==> run_1/placed.png <==
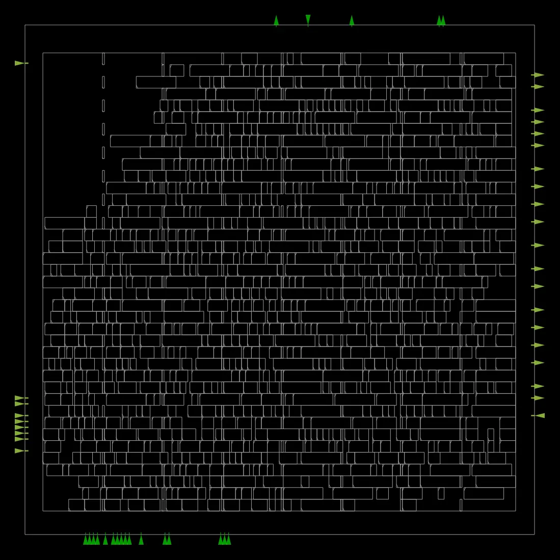
==> run_1/util_map.png <==
(3 px per micron) 12 x 12 tiles, from dark blue (low) to red (high), 0 to 100% covered.
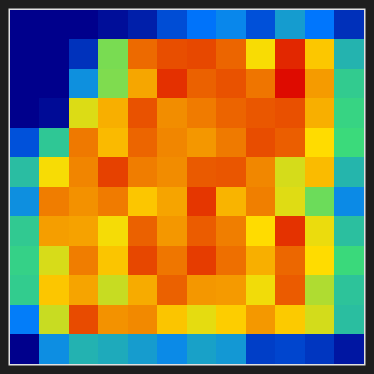
==> run_1/m1.png <==
(4 px per micron) Supply wires on this layer in grey.
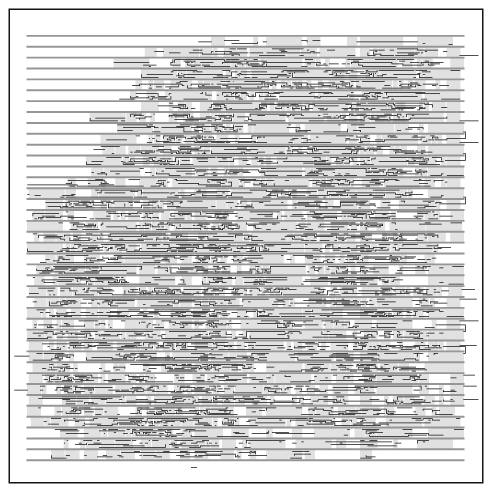
### src/rtl/sad_min_tracker.sv
// Dual 16-pixel SAD accumulator that keeps a running minimum over all candidate
// pairs of a search and reports the winning SAD and candidate index.
module sad_min_tracker #(
  parameter int unsigned NUM_PAIRS = 256,
  parameter int unsigned LEAD      = 2,
  parameter int unsigned CAND_W    = 9
) (
  input  logic              clk,
  input  logic              reset,
  input  logic              start,
  input  logic [7:0]        c,
  input  logic [7:0]        p,
  input  logic [7:0]        p_prime,
  output logic              busy,
  output logic              done,
  output logic [11:0]       best_sad,
  output logic [CAND_W-1:0] best_idx
);

  localparam int unsigned PIX_W  = 8;
  localparam int unsigned SAD_W  = 12;
  localparam int unsigned BEAT_W = 4;
  localparam int unsigned PAIR_W = (NUM_PAIRS > 1) ? $clog2(NUM_PAIRS) : 1;
  localparam int unsigned LEAD_W = $clog2(LEAD + 1);

  typedef enum logic [2:0] {
    S_IDLE,
    S_LEAD,
    S_ACCUM,
    S_FLUSH,
    S_DONE
  } state_e;

  state_e              state_q, state_d;
  logic                start_q;
  logic [LEAD_W-1:0]   lead_cnt_q, lead_cnt_d;
  logic [BEAT_W-1:0]   beat_q, beat_d;
  logic [PAIR_W-1:0]   pair_q, pair_d;
  logic [SAD_W-1:0]    acc_a_q, acc_a_d, acc_b_q, acc_b_d;
  logic [SAD_W-1:0]    sad_a_q, sad_a_d, sad_b_q, sad_b_d;
  logic [PAIR_W-1:0]   sad_k_q, sad_k_d;
  logic                cmp_pend_q, cmp_pend_d;
  logic [SAD_W-1:0]    min_sad_q, min_sad_d;
  logic [CAND_W-1:0]   min_idx_q, min_idx_d;
  logic                busy_q, busy_d, done_q, done_d;
  logic [SAD_W-1:0]    best_sad_q, best_sad_d;
  logic [CAND_W-1:0]   best_idx_q, best_idx_d;

  logic [PIX_W:0]      diff_a_c, diff_b_c;
  logic [PIX_W-1:0]    d_a_c, d_b_c;
  logic [SAD_W-1:0]    upd_sad_c;
  logic [CAND_W-1:0]   upd_idx_c;

  assign busy     = busy_q;
  assign done     = done_q;
  assign best_sad = best_sad_q;
  assign best_idx = best_idx_q;

  // Absolute differences taken at 9-bit precision so the borrow gives the sign.
  always_comb begin
    diff_a_c = {1'b0, c} - {1'b0, p};
    diff_b_c = {1'b0, c} - {1'b0, p_prime};
    d_a_c    = diff_a_c[PIX_W] ? PIX_W'(-diff_a_c) : diff_a_c[PIX_W-1:0];
    d_b_c    = diff_b_c[PIX_W] ? PIX_W'(-diff_b_c) : diff_b_c[PIX_W-1:0];
  end

  // Pending pair compare; ties favour the even candidate, then the older minimum.
  always_comb begin
    upd_sad_c = min_sad_q;
    upd_idx_c = min_idx_q;
    if (cmp_pend_q) begin
      if ((sad_a_q <= sad_b_q) && (sad_a_q < min_sad_q)) begin
        upd_sad_c = sad_a_q;
        upd_idx_c = CAND_W'({sad_k_q, 1'b0});
      end else if (sad_b_q < min_sad_q) begin
        upd_sad_c = sad_b_q;
        upd_idx_c = CAND_W'({sad_k_q, 1'b1});
      end
    end
  end

  always_comb begin
    state_d    = state_q;
    lead_cnt_d = lead_cnt_q;
    beat_d     = beat_q;
    pair_d     = pair_q;
    acc_a_d    = acc_a_q;
    acc_b_d    = acc_b_q;
    sad_a_d    = sad_a_q;
    sad_b_d    = sad_b_q;
    sad_k_d    = sad_k_q;
    cmp_pend_d = cmp_pend_q;
    min_sad_d  = min_sad_q;
    min_idx_d  = min_idx_q;
    best_sad_d = best_sad_q;
    best_idx_d = best_idx_q;

    case (state_q)
      S_IDLE: begin
        if (start && !start_q) begin
          // The IDLE cycle that sees the edge is the first discarded lead cycle.
          state_d    = S_LEAD;
          lead_cnt_d = LEAD_W'(1);
          beat_d     = '0;
          pair_d     = '0;
          cmp_pend_d = 1'b0;
          min_sad_d  = {SAD_W{1'b1}};
          min_idx_d  = '0;
        end
      end
      S_LEAD: begin
        if (!start) begin
          state_d = S_IDLE;
        end else if (lead_cnt_q >= LEAD_W'(LEAD - 1)) begin
          state_d = S_ACCUM;
        end else begin
          lead_cnt_d = lead_cnt_q + LEAD_W'(1);
        end
      end
      S_ACCUM: begin
        if (!start) begin
          state_d = S_IDLE;
        end else begin
          min_sad_d  = upd_sad_c;
          min_idx_d  = upd_idx_c;
          cmp_pend_d = 1'b0;
          if (beat_q == '0) begin
            acc_a_d = SAD_W'(d_a_c);
            acc_b_d = SAD_W'(d_b_c);
          end else begin
            acc_a_d = acc_a_q + SAD_W'(d_a_c);
            acc_b_d = acc_b_q + SAD_W'(d_b_c);
          end
          beat_d = beat_q + BEAT_W'(1);
          if (beat_q == {BEAT_W{1'b1}}) begin
            sad_a_d    = acc_a_d;
            sad_b_d    = acc_b_d;
            sad_k_d    = pair_q;
            cmp_pend_d = 1'b1;
            if (pair_q == PAIR_W'(NUM_PAIRS - 1)) begin
              state_d = S_FLUSH;
              pair_d  = '0;
            end else begin
              pair_d = pair_q + PAIR_W'(1);
            end
          end
        end
      end
      S_FLUSH: begin
        if (!start) begin
          state_d = S_IDLE;
        end else begin
          state_d    = S_DONE;
          min_sad_d  = upd_sad_c;
          min_idx_d  = upd_idx_c;
          cmp_pend_d = 1'b0;
          best_sad_d = upd_sad_c;
          best_idx_d = upd_idx_c;
        end
      end
      S_DONE: begin
        state_d = S_IDLE;
      end
      default: begin
        state_d = S_IDLE;
      end
    endcase

    busy_d = (state_d != S_IDLE);
    done_d = (state_d == S_DONE);
  end

  always_ff @(posedge clk or negedge reset) begin
    if (!reset) begin
      state_q    <= S_IDLE;
      // Treated as already high so a start held across reset release is no edge.
      start_q    <= 1'b1;
      lead_cnt_q <= '0;
      beat_q     <= '0;
      pair_q     <= '0;
      acc_a_q    <= '0;
      acc_b_q    <= '0;
      sad_a_q    <= '0;
      sad_b_q    <= '0;
      sad_k_q    <= '0;
      cmp_pend_q <= 1'b0;
      min_sad_q  <= '0;
      min_idx_q  <= '0;
      busy_q     <= 1'b0;
      done_q     <= 1'b0;
      best_sad_q <= '0;
      best_idx_q <= '0;
    end else begin
      state_q    <= state_d;
      start_q    <= start;
      lead_cnt_q <= lead_cnt_d;
      beat_q     <= beat_d;
      pair_q     <= pair_d;
      acc_a_q    <= acc_a_d;
      acc_b_q    <= acc_b_d;
      sad_a_q    <= sad_a_d;
      sad_b_q    <= sad_b_d;
      sad_k_q    <= sad_k_d;
      cmp_pend_q <= cmp_pend_d;
      min_sad_q  <= min_sad_d;
      min_idx_q  <= min_idx_d;
      busy_q     <= busy_d;
      done_q     <= done_d;
      best_sad_q <= best_sad_d;
      best_idx_q <= best_idx_d;
    end
  end

endmodule

### config.mk
export PLATFORM = sky130hd
export DESIGN_NAME = sad_min_tracker
export DESIGN_NICKNAME = d
export VERILOG_FILES = /design/src/rtl/sad_min_tracker.sv
export SDC_FILE = /design/constraint.sdc
export NUM_CORES = 1
export LEC_CHECK = 0
export ABC_CLOCK_PERIOD_IN_PS = 6700
export CAP_MARGIN = 20
export CORE_MARGIN = 4
export CORE_UTILIZATION = 65
export CTS_BUF_LIST = sky130_fd_sc_hd__clkbuf_4
export DETAILED_ROUTE_END_ITERATION = 6
export GPL_TIMING_DRIVEN = 0
export PLACE_DENSITY = 0.95
export SYNTH_ARGS = -nofsm -noshare
export SYNTH_HDL_FRONTEND = slang
export SYNTH_SLANG_ARGS = --single-unit
### constraint.sdc
create_clock -name clk -period 6.7 [get_ports clk]
set_input_delay 1.005 -clock clk [delete_from_list [all_inputs] [get_ports clk]]
set_output_delay 1.005 -clock clk [all_outputs]
set_load 0.05 [all_outputs]
==> out/qor.yml, run 1 <==
detailed_routing:
  dr.pass1.iters: 5
  routed_wl_microns: 18800
outcome:
  outcome: "finished, final reports clean"
cells_and_area:
  diodes: 0
  flop_area_sq_mm: 0.00298
setup_path:
  worst-path-buf-inv: 3
  cp_top_family: "AND-OR/OR-AND gates"
  r2r-start: "acc_b_q[0]"
  crit_top_cell: "o21ai_0"
  cp_max_fo: 3
  slowest_delay_ns: 0.59
flow_run:
  warning_count: 31
sta:
  rsz0062_at_grt: "no"
floorplanning:
  die_h_microns: 118
  die_w_microns: 118
  die_area_sq_mm: 0.0139
global_routing:
  grtUsageTotal_pct: 28.2
  antenna_found_initial: 0
synth:
  synth-edff-count: 0
  syn_nets: 984
## Picture notes: placed.png
row cnt: 39
# fillers: 806

## Picture notes: util_map.png
densest ninth of the die	middle
emptiest ninth of the die	top left
tiles over 75% full	54%
fullest tile	99%

## Picture notes: m1.png
main direction	horizontal
nets with wire on the layer	983
wire length on this layer	7910 microns
share of all routed wire	42%
longest straight run	38.2 microns

run 1: metrics by stage:
stage	total power [W]	utilization, %	instance area, sq um
after floorplan	0.00168	-	7860
after global placement	0.00193	73.5	8530
after detailed placement	0.00199	73.7	8560
after CTS	0.00250	76.1	8840
after global routing	0.00268	76.1	8840
final	0.00251	76.1	8840
run 1: power breakdown:
group	leakage, nW	internal [W]	total (W)	switching, W
logic	2.45	0.000428	0.00111	0.000681
registers	1.52	0.000815	0.000886	0.0000717
clock network	0.136	0.000197	0.000515	0.000318
run 1: worst reg2reg max path, delay by kind of cell, from the launching register on:
kind            cells  cell delay, ns
compound gates      5            1.27
fa+ha+maj           2            0.63
flops               1            0.40
xor+xnor            1            0.31
simple gates        1            0.17
run 1: per-layer routing:
| metal | vias up | GRT usage [%] | wire length [microns] |
|---|---|---|---|
| li1 | 3298 | - | - |
| met1 | 3322 | 35.2 | 7910 |
| met2 | 258 | 47.8 | 9300 |
| met3 | 50 | 5.81 | 1090 |
| met4 | 0 | 11.4 | 517 |
| met5 | - | 0 | 0 |
run 1: synth_stat cells, drive strengths merged (9+ instances only):
cell      n  area (sq um)
a22oi    13          97.6
o31ai    14           115
nand3    15          75.1
o211ai   16           130
clkbuf   31           116
dfrtp   118          2950
xnor2    32           280
inv      66           248
nand2   104           390
nand4    14          87.6
o21a     11          82.6
a21oi    48           244
a22o      9          78.8
a21o     16           120
ha       76           951
xor2      9          78.8
o21ai    63           315
nor2     63           236
a211oi   29           223
nor3     20           100
run 1: sequential cells by signal, indices dropped and copies added (netlist names):
signal      cells
acc_a_q        12
best_sad       12
min_sad_q      12
busy            1
sad_a_q        12
acc_b_q        12
beat_q          4
cmp_pend_q      1
state_q         3
min_idx_q       9
best_idx        9
lead_cnt_q      2
sad_k_q         8
sad_b_q        12
pair_q          8
start_q         1
done            1
run 1: logic make-up (layout without fill, tap and decap cells):
logic type | count (synthesis) | in the layout
AOI/OAI and AO/OA | 267 | 267
DFF | 119 | 119
adders and majority gates | 80 | 80
xor gates and xnor gates | 41 | 41
muxes | 7 | 7
buffers and inverters | 104 | 186
and+or+nand+nor | 259 | 259
run 1: final timing paths:
check / slack, ns / cells after the start / to
min in group clk: 0.49 / 2 / best_sad[9]
worst min-delay path: 0.37 / 1 / min_sad_q[4]
worst max register to register: 3.80 / 9 / sad_b_q[8]
max in group asynchronous: 5.58 / 2 / start_q
worst min register to register: 0.49 / 2 / best_sad[9]
worst max-delay path: 1.60 / 18 / sad_b_q[8]
run 1: final cells by class:
| cell class | count | share of cell area [%] |
|---|---|---|
| multi-input cells | 654 | 50.7 |
| inverters | 66 | 2.80 |
| flip-flops and latches | 119 | 33.7 |
| well taps | 143 | 2.02 |
| repair buffers | 50 | 5.87 |
| clock buffers | 18 | 1.53 |
| clock inverters | 14 | 1.61 |
| plain buffers | 38 | 1.78 |
==> run_1/class_map.png <==
(3 px per micron)
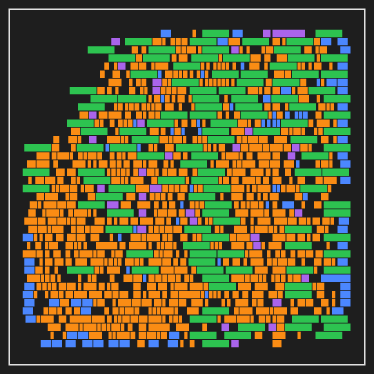

--- run 2 (diff from run 1) ---
==> config.mk (replaced) <==
export PLATFORM = sky130hd
export DESIGN_NAME = sad_min_tracker
export DESIGN_NICKNAME = d
export VERILOG_FILES = /design/src/rtl/sad_min_tracker.sv
export SDC_FILE = /design/constraint.sdc
export NUM_CORES = 1
export LEC_CHECK = 0
export ABC_CLOCK_PERIOD_IN_PS = 4500
export CAP_MARGIN = 20
export CORE_MARGIN = 4
export CORE_UTILIZATION = 56
export CTS_BUF_LIST = sky130_fd_sc_hd__clkbuf_4
export DETAILED_ROUTE_END_ITERATION = 6
export GPL_TIMING_DRIVEN = 0
export PLACE_DENSITY = 0.89
export SYNTH_ARGS = -nofsm -noshare
export SYNTH_HDL_FRONTEND = slang
export SYNTH_SLANG_ARGS = --single-unit
==> constraint.sdc (replaced) <==
create_clock -name clk -period 4.5 [get_ports clk]
set_input_delay 0.675 -clock clk [delete_from_list [all_inputs] [get_ports clk]]
set_output_delay 0.675 -clock clk [all_outputs]
set_load 0.05 [all_outputs]
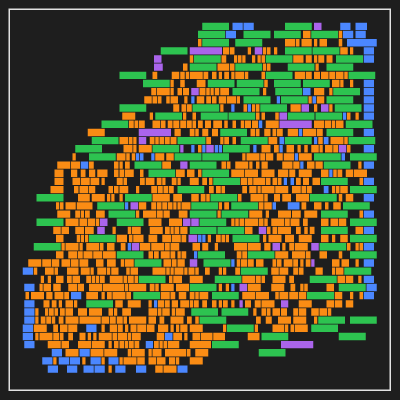
(run_2/class_map.png)
(3 px per micron)
class	colour	cells
remaining buffers and delay cells	blue	92
clock drivers and dummy loads	purple	32
registers	green	119
remaining logic cells	orange	720

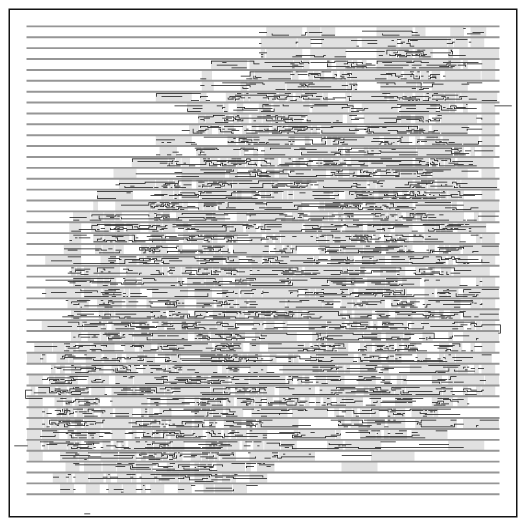
(run_2/m1.png)
(4 px per micron) Supply wires on this layer in grey.
met1 global-route usage: 31.1%
via count: 6816
drt total wl: 18200 microns

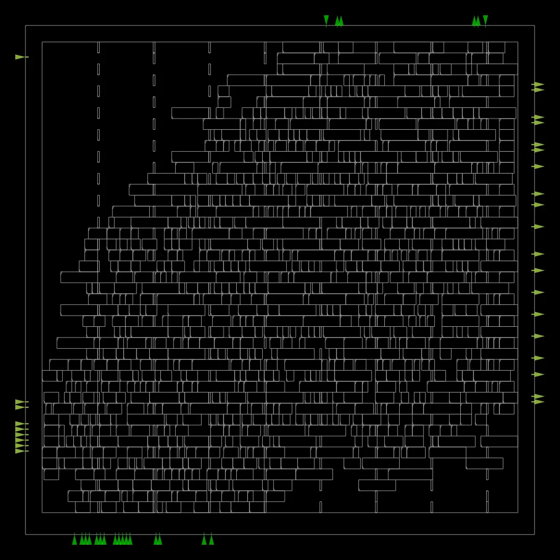
(run_2/placed.png)
# fillers: 1055
final core utilization: 65.3%
Post-Layout Cell Count: 1143

==> run 2 against run 1 <==
Synthesized cell count unchanged. Cell count increased by 3.7%. Count of clock-buffer cells in the layout increased by 1. Worst hold slack improved by 0.12 ns. Clock skew decreased by 0.0018 ns. Cell area increased by 2.2%. Register-to-register slack got worse by 2.0 ns. Global-route usage decreased by 4.7 points. Setup slack got worse by 1.4 ns. Core utilization decreased by 11 points. Sequential share of layout area decreased by 0.72 points. Synthesized area unchanged.
==> out/qor.yml, run 2 <==
detailed_routing:
  dr.pass1.iters: 5  # unchanged
  routed_via_density: 5.96
setup_path:
  cp_max_fo: 3  # unchanged
  slowest_delay_ns: 0.44  # -0.15 ns
outcome:
  outcome: "finished, final reports clean"
sta:
  setup_violations: 0
  fin_crit_sh_pct: 96.0
  skew_ns: 0.0145
  worst_pin_slew_ns: 0.627
  hold_viol: 0
synth:
  xor_share_pct: 4.57
  top_cell: "dfrtp_1"
  synth-edff-count: 0  # unchanged
  top_cell_area_share_pct: 37.5  # unchanged
  synthArstFlopShare_pct: 100
  syn_nets: 984  # unchanged
  yosysTopAreaCell: "dfrtp_1"
  yosysUniqueCellTypes: 67
  ys_top_cells_by_count: "dfrtp_1 (118), nand2_1 (104), ha_1 (76), inv_1 (65), nor2_1 (63)"
  ys_ff: 119
  area_leaders: "dfrtp_1 (38%), ha_1 (12%), nand2_1 (5.0%), o21ai_0 (3.7%), xnor2_1 (3.6%)"
global_routing:
  met2_usage_pct: 38.3  # -9.5 points
  grt_max_degree: 84
  grtUsageTotal_pct: 23.5  # -4.7 points
  grt_pass1_vias: 6567
  grtUsageMet3_pct: 4.84  # -0.97 points
  grt_busiest_layer: "met2"
  antenna_found_initial: 0  # unchanged
cts:
  cts-root-buf: "clkbuf_4"
  clk_latency_ns: 0.55
  cts.path.max_buffers: 2
floorplanning:
  core_sq_mm: 0.0138
  die_h_microns: 127  # +7.2%
  die_area_sq_mm: 0.0160  # +15%
  die_w_microns: 127  # +7.2%
  rows: 43  # +10%
flow_run:
  warning_count: 31  # unchanged
cells_and_area:
  diodes: 0  # unchanged
-- run 2: cell counts after synthesis --
No cell type changed its count.
-- run 2: metrics by stage --
stage | total power, W | util (%) | setup WS [ns] | hold slack, ns | cell area (sq um)
6_report | 0.00391 | 65.3 | 0.182 | 0.492 | 9030
5_1_grt | 0.00416 | 65.3 | -0.0285 | 0.512 | 9030
4_1_cts | 0.00382 | 64.7 | 0.00669 | 0.502 | 8950
3_5_place_dp | 0.00293 | 62.3 | -0.825 | 0.477 | 8610
3_3_place_gp | 0.00288 | 62.0 | -1.77 | 0.465 | 8580
2_1_floorplan | 0.00249 | - | 0.174 | 0.379 | 7860
-- run 2: worst max-delay path: cells and delay by family --
family	cells	cell delay (ns)
adder cells (fa/ha/maj)	3	1.05
AND/OR/NAND/NOR	1	0.05
multiplexers	1	0.32
AND-OR/OR-AND	9	1.77
XOR/XNOR	1	0.15
buffers and inverters	4	0.76
-- run 2: final cells by class --
type                       count  area [sq um]
sequential                   119          2980
timing repair buffer          54           552
clock inverter                13           179
buffer                        38           158
clock buffer                  19           143
tap                          180           225
multi-input combinational    654          4550
inverter                      66           248
fill                        1055          4790
-- run 2: worst paths after layout --
path | startpoint | to | slack [ns] | cells after the start
max | c[0] | sad_b_q[10] | 0.18 | 19
min | best_sad[8] | best_sad[8] | 0.49 | 2
max reg2reg | sad_b_q[10] | min_sad_q[9] | 1.76 | 9
min reg2reg | best_sad[8] | best_sad[8] | 0.49 | 2
max in group asynchronous | reset | start_q | 3.18 | 3
min in group asynchronous | reset | best_idx[4] | 0.57 | 2
-- run 2: per-layer routing --
layer | vias to the layer above | wire [microns]
met5 | - | 0
met4 | 0 | 547
met3 | 55 | 943
met2 | 213 | 8540
met1 | 3242 | 8160
li1 | 3306 | -
-- run 2: report_power, final --
| group | switching [W] | internal, W | leakage, nW |
|---|---|---|---|
| Clock | 0.000428 | 0.000449 | 0.158 |
| Sequential | 0.000104 | 0.00121 | 1.52 |
| Combinational | 0.00103 | 0.000685 | 2.48 |
-- run 2: cells by family (layout without fill, tap and decap cells) --
kind of cell | count (synthesis) | after routing
AND-OR/OR-AND | 267 | 267
AND/OR/NAND/NOR | 259 | 259
flip-flops | 119 | 119
buffers and inverters | 104 | 190
adder cells (fa/ha/maj) | 80 | 80
XOR/XNOR | 41 | 41
multiplexers | 7 | 7
-- run 2: repair_timing --
action                                  in CTS  in global routing
endpoints found under the setup margin       4                 20
hold buffers                                 1                  0
gates resized                                2                 17
setup buffers                                0                  3
pin swaps                                    1                  5
cloned                                       0                  0
hold endpoints to repair                    16                  0
Power figures rest on the tool's default switching activity, not on a simulated workload.
